--- src/rtl/audio_src_switch.sv ---
// audio_src_switch: click-free selector of one of NUM_CH 1-bit audio streams.
// A channel change waits for the old source to go low (bounded by WAIT_MAX),
// inserts MUTE_CYCLES of silence, then routes the new source. Global mute
// gates the output without touching the switching sequence.
module audio_src_switch #(
    parameter int NUM_CH      = 4,
    parameter int SEL_W       = 2,
    parameter int MUTE_CYCLES = 1024,
    parameter int WAIT_MAX    = 65536,
    parameter int CNT_W       = 17
) (
    input  logic              CLK,
    input  logic              RST_N,
    input  logic [NUM_CH-1:0] audio_in,
    input  logic [SEL_W-1:0]  sel,
    input  logic              mute,
    output logic              audio,
    output logic [SEL_W-1:0]  active_ch,
    output logic              busy,
    output logic              switch_done
);

    typedef enum logic [1:0] {
        PASS     = 2'd0,
        WAIT_LOW = 2'd1,
        GAP      = 2'd2
    } state_t;

    localparam logic [CNT_W-1:0] WAIT_RELOAD = CNT_W'(WAIT_MAX - 1);
    localparam logic [CNT_W-1:0] MUTE_RELOAD = CNT_W'(MUTE_CYCLES - 1);

    state_t           state, stateNext;
    logic [CNT_W-1:0] counter, counterNext;
    logic [SEL_W-1:0] target, targetNext, activeNext;
    logic             doneNext;
    logic             selValid;
    logic             curSrc;

    // Requests outside the populated channel range are ignored everywhere.
    assign selValid = int'(sel) < NUM_CH;

    // Mux of the currently routed source; a loop avoids index-width issues
    // when NUM_CH is not a power of two.
    always_comb begin
        curSrc = 1'b0;
        for (int i = 0; i < NUM_CH; i++) begin
            if (int'(active_ch) == i) curSrc = audio_in[i];
        end
    end

    // Next-state logic: PASS -> WAIT_LOW -> GAP -> PASS, abort only in WAIT_LOW.
    always_comb begin
        stateNext   = state;
        counterNext = counter;
        targetNext  = target;
        activeNext  = active_ch;
        doneNext    = 1'b0;
        case (state)
            PASS: begin
                if (selValid && sel != active_ch) begin
                    targetNext  = sel;
                    counterNext = WAIT_RELOAD;
                    stateNext   = WAIT_LOW;
                end
            end
            WAIT_LOW: begin
                if (selValid && sel == active_ch) begin
                    stateNext = PASS;
                end else begin
                    if (selValid) targetNext = sel;
                    // Old source low or timeout: either way a single move to GAP.
                    if (!curSrc || counter == '0) begin
                        counterNext = MUTE_RELOAD;
                        stateNext   = GAP;
                    end else begin
                        counterNext = counter - 1'b1;
                    end
                end
            end
            GAP: begin
                if (selValid) targetNext = sel;
                if (counter == '0) begin
                    // A request arriving on the last gap cycle still counts.
                    activeNext = targetNext;
                    doneNext   = 1'b1;
                    stateNext  = PASS;
                end else begin
                    counterNext = counter - 1'b1;
                end
            end
            default: stateNext = PASS;
        endcase
    end

    // State and registered outputs; audio is silenced while in GAP.
    always_ff @(posedge CLK or negedge RST_N) begin
        if (!RST_N) begin
            state       <= PASS;
            counter     <= '0;
            target      <= '0;
            active_ch   <= '0;
            busy        <= 1'b0;
            switch_done <= 1'b0;
            audio       <= 1'b0;
        end else begin
            state       <= stateNext;
            counter     <= counterNext;
            target      <= targetNext;
            active_ch   <= activeNext;
            busy        <= (stateNext != PASS);
            switch_done <= doneNext;
            audio       <= (state == GAP) ? 1'b0 : (curSrc & ~mute);
        end
    end

endmodule

--- config.mk ---
export PLATFORM = sky130hd
export DESIGN_NAME = audio_src_switch
export DESIGN_NICKNAME = d
export VERILOG_FILES = /design/src/rtl/audio_src_switch.sv
export SDC_FILE = /design/constraint.sdc
export NUM_CORES = 1
export LEC_CHECK = 0
export ABC_AREA = 1
export CORE_MARGIN = 2
export CORE_UTILIZATION = 40
export DETAILED_ROUTE_END_ITERATION = 10
export PLACE_DENSITY = 0.7
export SLEW_MARGIN = 15
export SYNTH_ARGS = -nofsm -noshare
export SYNTH_HDL_FRONTEND = slang
export SYNTH_SLANG_ARGS = --single-unit
--- constraint.sdc ---
create_clock -name CLK -period 4.06 [get_ports CLK]
set_input_delay 0.609 -clock CLK [delete_from_list [all_inputs] [get_ports CLK]]
set_output_delay 0.609 -clock CLK [all_outputs]
set_load 0.005 [all_outputs]
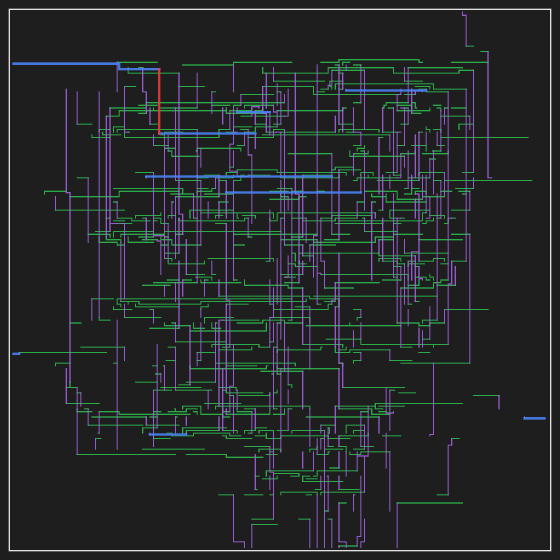
Figure 1: metal layers overlaid.
| colour | layer | wire length |
|---|---|---|
| green | met1 | 1680 µm |
| red | met4 | 8.20 µm |
| purple | met2 | 1450 µm |
| blue | met3 | 93.8 µm |
final WL: 3.232 mm
vias: 1433
Total GRT Usage: 17.15%

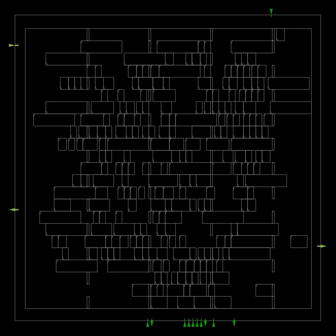
Figure 2: placed standard cells.
Core Region: 4000 µm²
Final Non-Filler Cells: 306
Seq/total area: 31.83%
final core utilization: 47.17%
site row count: 23

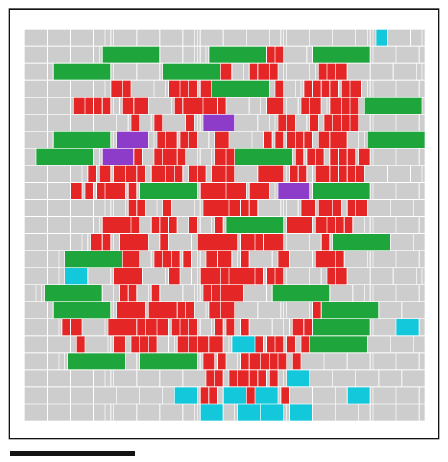
Figure 3: placement by cell class.
Scale bar: 20 µm. Fill, decap, tap and diode cells in grey.
| colour | class | cells | share of their area |
|---|---|---|---|
| purple | clock drivers and dummy loads | 4 | 3.0% |
| red | all other logic | 215 | 57% |
| green | flip-flops | 24 | 33% |
| cyan | other buffers and delay cells | 13 | 6.9% |
Finished Cell Area: 1887 µm²

==> deck_impl_summary.md <==
Synthesis and Place & Route Summary

Floorplan
  – Init Core Util: 41.38%
  – Die area: 4669 µm²

Power and ir drop
  – Main power group: combinational cells
  – Combinational fraction of design power: between 40% and 50%
  – Switching Fraction: 45.24%
  – Leak: just over 0.9 nW

Final timing
  – Fin Setup TNS: 0 ns
  – Fin Clk Skew: 0.008753 ns
  – Slew at the pin closest to its max-slew limit: 0.5413 ns
  – Min cycle time layout: ~2.0 ns

Clocking
  – Number of hold buffers added after CTS: 0
  – CTS sink count: 24

Final layout
  – # fillers: 391
  – N_diodes: 0
  – Combinational share of cell area: about half

Setup path
  – CP Data Arrival Time: 2.09 ns
  – Worst path depth: 10
  – WP data required: 4.19 ns
  – Critical path endpoint category: register
  – Most frequent CP cell: nand2_1
  – Crit-path cells: clkdlybuf4s50_1 -> inv_1 -> nand2_1 -> nand2_1 -> nand2_2 -> nand2_1 -> nand2_2 -> nand3_2 -> nor2_2 -> a21oi_1

Synthesis
  – Main area contributors: dfrtp_1, nand2_1, nor2_1
  – Largest non-sequential cell family by area: simple AND/OR/NAND/NOR gates
  – Aoi share: 7.332%
  – Ys cells: 240
  – Yosys top cell by instances: nand2_1
  – Synth top cells by count: nand2_1, nor2_1, inv_1

Run
  – Max cap viols: 0

Global routing
  – Most Crowded Layer GR: met2
  – Grt met3 use: 3.947%
  – GRT met2 Usage: 28.28%
  – Global-route wire length before repair: 6.161 mm

Status
  – Status: finished, final reports clean
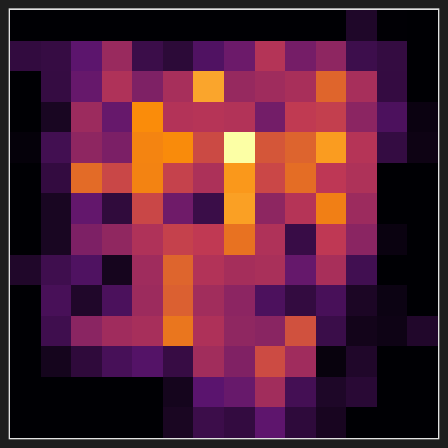
Figure 4: signal metal coverage by tile.
14 x 14 tiles, from black (low) to pale yellow (high), scaled to the fullest tile. Values are wire area over tile area, all layers added.
densest ninth of the die: centre
emptiest ninth of the die: south-east
nearly empty tiles: 25%
WL per Instance: 10.56 µm

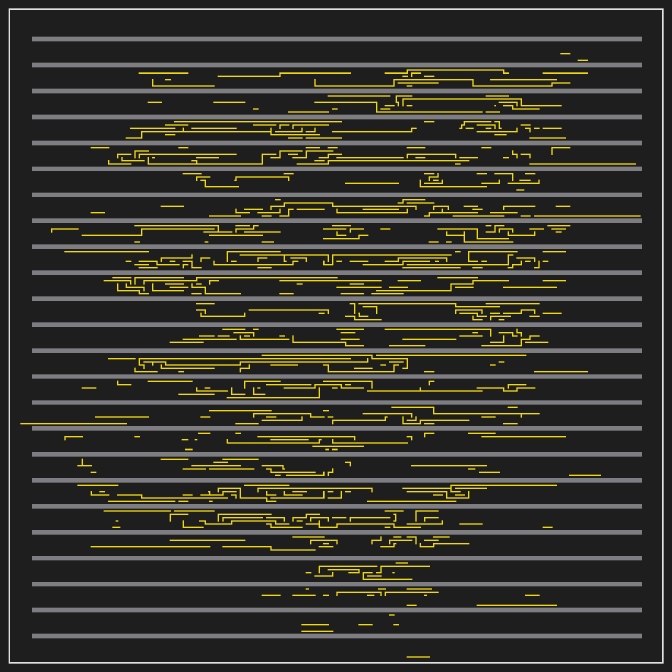
Figure 5: signal wires on met1.
Supply wires on this layer in grey.
wire length on this layer: 1680 µm
longest straight run: 22.1 µm
share of all routed wire: 52%
met1 usage: 23.47%

Power and IR drop assume default switching activity.
